## src/rtl/mips_pkg.sv

```systemverilog
// Shared definitions for the MIPS memory-port arbiter: state encoding,
// mux owner codes and the datapath word width.
package mips_pkg;

    localparam int DATA_W = 32;

    typedef enum logic [1:0] {
        IDLE   = 2'd0,
        BUSY_I = 2'd1,
        BUSY_D = 2'd2
    } arb_state_t;

    localparam logic OWNER_I = 1'b0;
    localparam logic OWNER_D = 1'b1;

endpackage

```

## src/rtl/mem_port_arbiter_if.sv

```systemverilog
// Bundle of requester, memory and status signals around the shared port.
//
// Handshake: a requester raises i_req/d_req and holds it, with address and
// write data stable, until its one-cycle done pulse; memory completes the
// transaction by strobing mem_ready (with mem_rdata) while mem_req is high;
// err qualifies a done pulse as a timeout abort and is 0 otherwise.
interface mem_port_arbiter_if;
    import mips_pkg::*;

    logic              i_req;
    logic [DATA_W-1:0] i_addr;
    logic              d_req;
    logic              d_we;
    logic [DATA_W-1:0] d_addr;
    logic [DATA_W-1:0] d_wdata;
    logic              mem_ready;
    logic [DATA_W-1:0] mem_rdata;
    logic              mem_req;
    logic              mem_we;
    logic [DATA_W-1:0] mem_addr;
    logic [DATA_W-1:0] mem_wdata;
    logic              owner;
    logic              i_done;
    logic              d_done;
    logic [DATA_W-1:0] rdata;
    logic              err;
    arb_state_t        dbg_state;

    // Requesters and memory model side
    modport master (
        output i_req, i_addr, d_req, d_we, d_addr, d_wdata, mem_ready, mem_rdata,
        input  mem_req, mem_we, mem_addr, mem_wdata, owner, i_done, d_done, rdata,
               err, dbg_state
    );

    // Arbiter side
    modport slave (
        input  i_req, i_addr, d_req, d_we, d_addr, d_wdata, mem_ready, mem_rdata,
        output mem_req, mem_we, mem_addr, mem_wdata, owner, i_done, d_done, rdata,
               err, dbg_state
    );

endinterface

```

## src/rtl/mux_32.sv

```systemverilog
// Two-input 32-bit word mux: sel = 0 picks in1, sel = 1 picks in2.
module mux_32 (
    input  logic [31:0] in1,
    input  logic [31:0] in2,
    input  logic        sel,
    output logic [31:0] dout
);

    assign dout = sel ? in2 : in1;

endmodule

```

## src/rtl/mem_port_arbiter.sv

```systemverilog
// Arbitrates the single memory port between instruction fetch (I) and
// data load/store (D). D has fixed priority; after STARVE_LIMIT contested
// D wins in a row, I is forced through. Each transaction aborts with err
// if mem_ready does not arrive within TIMEOUT busy cycles.
module mem_port_arbiter
    import mips_pkg::*;
#(
    parameter int STARVE_LIMIT = 4,
    parameter int TIMEOUT      = 16
) (
    input  logic               clk,
    input  logic               rst,
    mem_port_arbiter_if.slave  bus
);

    localparam int SC_W = $clog2(STARVE_LIMIT + 1);
    localparam int TC_W = $clog2(TIMEOUT + 1);

    arb_state_t        state_q, state_d;
    logic              owner_q, owner_d;
    logic [SC_W-1:0]   sc_q, sc_d;
    logic [TC_W-1:0]   tc_q, tc_d;

    logic              mem_req_q, mem_req_d;
    logic              i_done_q, i_done_d;
    logic              d_done_q, d_done_d;
    logic              err_q, err_d;
    logic [DATA_W-1:0] rdata_q, rdata_d;

    logic [DATA_W-1:0] zero_word;

    assign zero_word = '0;

    // Next-state logic: arbitration in IDLE, completion/timeout in busy states
    always_comb begin
        state_d  = state_q;
        owner_d  = owner_q;
        sc_d     = sc_q;
        tc_d     = tc_q;
        i_done_d = 1'b0;
        d_done_d = 1'b0;
        err_d    = 1'b0;
        rdata_d  = rdata_q;
        case (state_q)
            IDLE: begin
                if (bus.i_req && bus.d_req) begin
                    tc_d = '0;
                    if (sc_q == SC_W'(STARVE_LIMIT)) begin
                        state_d = BUSY_I;
                        owner_d = OWNER_I;
                        sc_d    = '0;
                    end else begin
                        state_d = BUSY_D;
                        owner_d = OWNER_D;
                        sc_d    = sc_q + 1'b1;
                    end
                end else if (bus.i_req) begin
                    state_d = BUSY_I;
                    owner_d = OWNER_I;
                    sc_d    = '0;
                    tc_d    = '0;
                end else if (bus.d_req) begin
                    state_d = BUSY_D;
                    owner_d = OWNER_D;
                    tc_d    = '0;
                end
            end
            BUSY_I, BUSY_D: begin
                tc_d = tc_q + 1'b1;
                // mem_ready takes precedence over a timeout in the same cycle
                if (bus.mem_ready) begin
                    state_d  = IDLE;
                    tc_d     = '0;
                    rdata_d  = bus.mem_rdata;
                    i_done_d = (state_q == BUSY_I);
                    d_done_d = (state_q == BUSY_D);
                end else if (tc_q == TC_W'(TIMEOUT - 1)) begin
                    state_d  = IDLE;
                    tc_d     = '0;
                    rdata_d  = '0;
                    i_done_d = (state_q == BUSY_I);
                    d_done_d = (state_q == BUSY_D);
                    err_d    = 1'b1;
                end
            end
            default: begin
                state_d = IDLE;
            end
        endcase
        mem_req_d = (state_d != IDLE);
    end

    // FSM state, owner select and the starvation/timeout counters
    always_ff @(posedge clk or posedge rst) begin
        if (rst) begin
            state_q <= IDLE;
            owner_q <= OWNER_I;
            sc_q    <= '0;
            tc_q    <= '0;
        end else begin
            state_q <= state_d;
            owner_q <= owner_d;
            sc_q    <= sc_d;
            tc_q    <= tc_d;
        end
    end

    // Registered outputs: memory request, done pulses, err and read data
    always_ff @(posedge clk or posedge rst) begin
        if (rst) begin
            mem_req_q <= 1'b0;
            i_done_q  <= 1'b0;
            d_done_q  <= 1'b0;
            err_q     <= 1'b0;
            rdata_q   <= '0;
        end else begin
            mem_req_q <= mem_req_d;
            i_done_q  <= i_done_d;
            d_done_q  <= d_done_d;
            err_q     <= err_d;
            rdata_q   <= rdata_d;
        end
    end

    // Address and write-data steering; write data is zero while I owns the port
    mux_32 u_addr_mux (
        .in1  (bus.i_addr),
        .in2  (bus.d_addr),
        .sel  (owner_q),
        .dout (bus.mem_addr)
    );

    mux_32 u_wdata_mux (
        .in1  (zero_word),
        .in2  (bus.d_wdata),
        .sel  (owner_q),
        .dout (bus.mem_wdata)
    );

    assign bus.mem_req   = mem_req_q;
    assign bus.mem_we    = (state_q == BUSY_D) & bus.d_we;
    assign bus.owner     = owner_q;
    assign bus.i_done    = i_done_q;
    assign bus.d_done    = d_done_q;
    assign bus.err       = err_q;
    assign bus.rdata     = rdata_q;
    assign bus.dbg_state = state_q;

endmodule

```

## src/flat_wrapper.sv

```systemverilog
// flat-port wrapper written by rule: the top's interface ports become plain ports
module mem_port_arbiter_flat import mips_pkg::*;
#(
    parameter int STARVE_LIMIT = 4,
    parameter int TIMEOUT      = 16
)
  (clk, rst, bus_i_req, bus_i_addr, bus_d_req, bus_d_we, bus_d_addr, bus_d_wdata, bus_mem_ready, bus_mem_rdata, bus_mem_req, bus_mem_we, bus_mem_addr, bus_mem_wdata, bus_owner, bus_i_done, bus_d_done, bus_rdata, bus_err, bus_dbg_state);
  mem_port_arbiter_if bus_i ();
  input  logic clk;
  input  logic rst;
  input wire logic [$bits(bus_i.i_req)-1:0] bus_i_req;
  input wire logic [$bits(bus_i.i_addr)-1:0] bus_i_addr;
  input wire logic [$bits(bus_i.d_req)-1:0] bus_d_req;
  input wire logic [$bits(bus_i.d_we)-1:0] bus_d_we;
  input wire logic [$bits(bus_i.d_addr)-1:0] bus_d_addr;
  input wire logic [$bits(bus_i.d_wdata)-1:0] bus_d_wdata;
  input wire logic [$bits(bus_i.mem_ready)-1:0] bus_mem_ready;
  input wire logic [$bits(bus_i.mem_rdata)-1:0] bus_mem_rdata;
  output wire logic [$bits(bus_i.mem_req)-1:0] bus_mem_req;
  output wire logic [$bits(bus_i.mem_we)-1:0] bus_mem_we;
  output wire logic [$bits(bus_i.mem_addr)-1:0] bus_mem_addr;
  output wire logic [$bits(bus_i.mem_wdata)-1:0] bus_mem_wdata;
  output wire logic [$bits(bus_i.owner)-1:0] bus_owner;
  output wire logic [$bits(bus_i.i_done)-1:0] bus_i_done;
  output wire logic [$bits(bus_i.d_done)-1:0] bus_d_done;
  output wire logic [$bits(bus_i.rdata)-1:0] bus_rdata;
  output wire logic [$bits(bus_i.err)-1:0] bus_err;
  output wire logic [$bits(bus_i.dbg_state)-1:0] bus_dbg_state;
  assign bus_i.i_req = bus_i_req;
  assign bus_i.i_addr = bus_i_addr;
  assign bus_i.d_req = bus_d_req;
  assign bus_i.d_we = bus_d_we;
  assign bus_i.d_addr = bus_d_addr;
  assign bus_i.d_wdata = bus_d_wdata;
  assign bus_i.mem_ready = bus_mem_ready;
  assign bus_i.mem_rdata = bus_mem_rdata;
  assign bus_mem_req = bus_i.mem_req;
  assign bus_mem_we = bus_i.mem_we;
  assign bus_mem_addr = bus_i.mem_addr;
  assign bus_mem_wdata = bus_i.mem_wdata;
  assign bus_owner = bus_i.owner;
  assign bus_i_done = bus_i.i_done;
  assign bus_d_done = bus_i.d_done;
  assign bus_rdata = bus_i.rdata;
  assign bus_err = bus_i.err;
  assign bus_dbg_state = bus_i.dbg_state;
  mem_port_arbiter #(.STARVE_LIMIT(STARVE_LIMIT), .TIMEOUT(TIMEOUT)) u_core (.clk(clk), .rst(rst), .bus(bus_i));
endmodule
```

## config.mk

```make
export PLATFORM = sky130hd
export DESIGN_NAME = mem_port_arbiter_flat
export DESIGN_NICKNAME = d
export VERILOG_FILES = /design/src/rtl/mips_pkg.sv /design/src/rtl/mem_port_arbiter_if.sv /design/src/rtl/mux_32.sv /design/src/rtl/mem_port_arbiter.sv /design/src/flat_wrapper.sv
export SDC_FILE = /design/constraint.sdc
export NUM_CORES = 1
export LEC_CHECK = 0
export CELL_PAD_IN_SITES_DETAIL_PLACEMENT = 0
export CELL_PAD_IN_SITES_GLOBAL_PLACEMENT = 2
export CORE_MARGIN = 2
export CORE_UTILIZATION = 21
export DETAILED_ROUTE_END_ITERATION = 16
export PLACE_DENSITY_LB_ADDON = 0.1
export SYNTH_ARGS = -nofsm -noshare
export SYNTH_HDL_FRONTEND = slang
export SYNTH_HIERARCHICAL = 1
export SYNTH_SLANG_ARGS = --single-unit
```

## constraint.sdc

```tcl
create_clock -name clk -period 4.15 [get_ports clk]
set_input_delay 0.6225 -clock clk [delete_from_list [all_inputs] [get_ports clk]]
set_output_delay 0.6225 -clock clk [all_outputs]
set_load 0.005 [all_outputs]
```

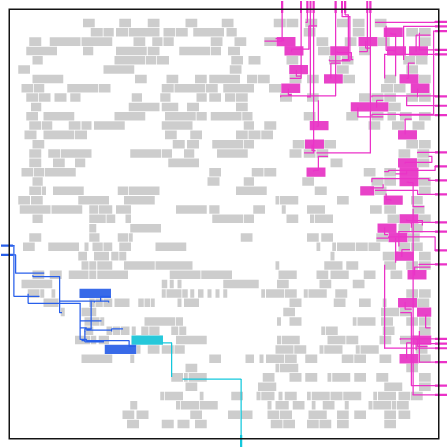
**Above:** wires at chosen ports, followed through buffers.
Key: `bus_dbg_state` = blue [direction output, edge west, end cells 2, buffers 2, wire 162 µm]; `bus_d_done` = cyan [direction output, edge south, end cells 1, buffers 1, wire 46.5 µm]; `bus_d_addr` = magenta [direction input, edge 22 east, 10 north, end cells 32, buffers 32, wire 908 µm]

==> summary.rpt <==
IMPLEMENTATION SUMMARY REPORT
----------------------------------------------------
[Run]
  Number of max-cap violations ........................ 0

[Routing]
  DRC viols ........................ 0
  Average via count per standard cell ........................ 4.07
  Total wire length after detailed routing ........................ 11,100 µm
  Routed wirelength normalized by instance count ........................ 16.6 µm
  Antenna violation net count after detailed routing ........................ 0
  Iteration-0 DRC count of the detailed router ........................ 81
  Routed length on met1 ........................ 4500 µm
  Met2 Wirelength ........................ 5520 µm
  Number of vias after detailed routing ........................ 2,742
  Met3 wire length ........................ 882 µm

[Layout]
  Sequential share of cell area ........................ 20.4%
  Clock Network Area Fraction ........................ 3.07%
  Final net count ........................ 629
  Fraction of area in non-clock buffers ........................ 41.3%
  Clock buffer count in the final layout ........................ 6
  Non-clk invs ........................ 8
  Logic area ........................ 1780 µm²
  Area Growth Syn to Fin ........................ 88.9%
  Fillcell total ........................ 1,392
  Cell area after layout ........................ 5790 µm²
  Count of multi-input combinational gates ........................ 186
  Comb area share ........................ 30.7%

[Placed design]
  Estimated wirelength of the detail-placed design ........................ 8850 µm
  Post-DP Area ........................ 5610 µm²

[Clock network]
  Total number of clock tree sinks ........................ 47
  Max Root-Sink Buffers ........................ 2
  Skew-Pair Late Insertion Delay ........................ 0.28 ns
  Root Driver ........................ sky130_fd_sc_hd__clkbuf_16
  Number of levels the H-tree was split into ........................ 2
  CTS tree ........................ yes
  # Post-CTS Setup Buffers ........................ 0
  Hold-fix buffers at CTS ........................ 0
  Worst-path clk slew ........................ 0.07 ns
  Number of clock buffers inserted by TritonCTS ........................ 5

[Yosys]
  Xor+xnor area frac ........................ 0%
  Chip area line of the yosys report ........................ 3070 µm²
  Cell taking the most area after synthesis ........................ sky130_fd_sc_hd__dfrtp_1
  Comb area leader ........................ multiplexers
  Post-synthesis simple-gate area fraction ........................ 6.20%
  Dominant register cell in the synthesized netlist ........................ sky130_fd_sc_hd__dfrtp_1
  Synthesized area per cell ........................ 13.6 µm²
  Post-synth EDFFs ........................ 0
  Yosys stat cell total ........................ 225
  Mapped cell area ........................ 3070 µm²
  AND-OR/OR-AND share of the synthesized area ........................ 13.8%
  Flop and latch count out of synthesis ........................ 47
  Dominant cell area share ........................ 38.4%

[Final timing]
  Part of the cycle the worst path needs ........................ 70.7%
  Final Hold Slack ........................ 0.498 ns
  Setup Viol. Count Final ........................ 0
  Count of endpoints failing hold in the final timing report ........................ 0
  Max Clock Freq ........................ 341 MHz
  Aggregate negative setup slack ........................ 0 ns
  Worst relative slew slack ........................ 33.0%

[Min path]
  WHS Endpoint ........................ u_core/bus.rdata[18]

[Worst setup path]
  Critical path fanouts, max ........................ 38
  Worst R2R Setup Slack ........................ 2.15 ns
  Kind of cell adding the most delay to the critical path ........................ buffers and inverters
  End of the worst register-to-register path ........................ u_core/bus.rdata[6]
  Element type at the critical path start ........................ register
  Launching point of the worst reg2reg path ........................ u_core/tc_q[0]
  Cell Chain, Critical Path ........................ buf_4 -> mux2_4 -> clkdlybuf4s50_1

[Global route]
  Wire length of the first global-routing pass ........................ 17,100 µm
  Total global routing overflow ........................ 0
  Antenna violations before repair ........................ 1
  Via count of the first global-routing pass ........................ 2,825

[Floorplan]
  Tapcell count ........................ 184
  Die width ........................ 125 µm

[Power and ir drop]
  Sequential cell power ........................ 863 µW
  Sw power ........................ 1.05 mW
  PwrDens ........................ 574 nW/µm²
  Max IR drop VDD ........................ 0.356 mV
  Power dissipated in combinational cells ........................ 1.98 mW

[Run status]
  Run status ........................ complete, no violations

----------------------------------------------------
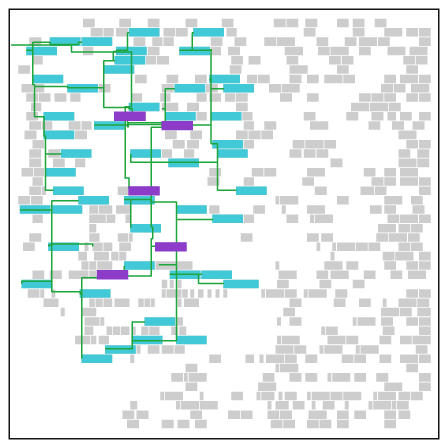
**Above:** clock distribution.
Key: clock wires = green [length 683 µm]; clock-net drivers = purple [count 5]; flip-flops = cyan [count 47]
There are 6 routed clock nets.
power dissipated in the clock network: 478 µW
clock network power share: 14.4%

-- worst max path at each step --
stage | end | slack [ns] | depth (start not counted)
2_1_floorplan | u_core/bus.d_done | 2.41 | 1
3_3_place_gp | bus_mem_wdata[10] | 1.51 | 3
3_5_place_dp | bus_mem_wdata[13] | 1.49 | 3
4_1_cts | bus_mem_wdata[13] | 1.17 | 3
5_1_grt | bus_mem_addr[24] | 1.09 | 3
6_report | bus_mem_wdata[13] | 1.22 | 3
-- sequential cells by signal (all words and copies together) (netlist names) --
| name | count |
|---|---|
| u_core/bus.d_done | 1 |
| u_core/bus.dbg_state | 2 |
| u_core/bus.err | 1 |
| u_core/bus.i_done | 1 |
| u_core/bus.mem_req | 1 |
| u_core/bus.owner | 1 |
| u_core/bus.rdata | 32 |
| u_core/sc_q | 3 |
| u_core/tc_q | 5 |
No activity file was given, so power comes from the tool's default toggle rates.
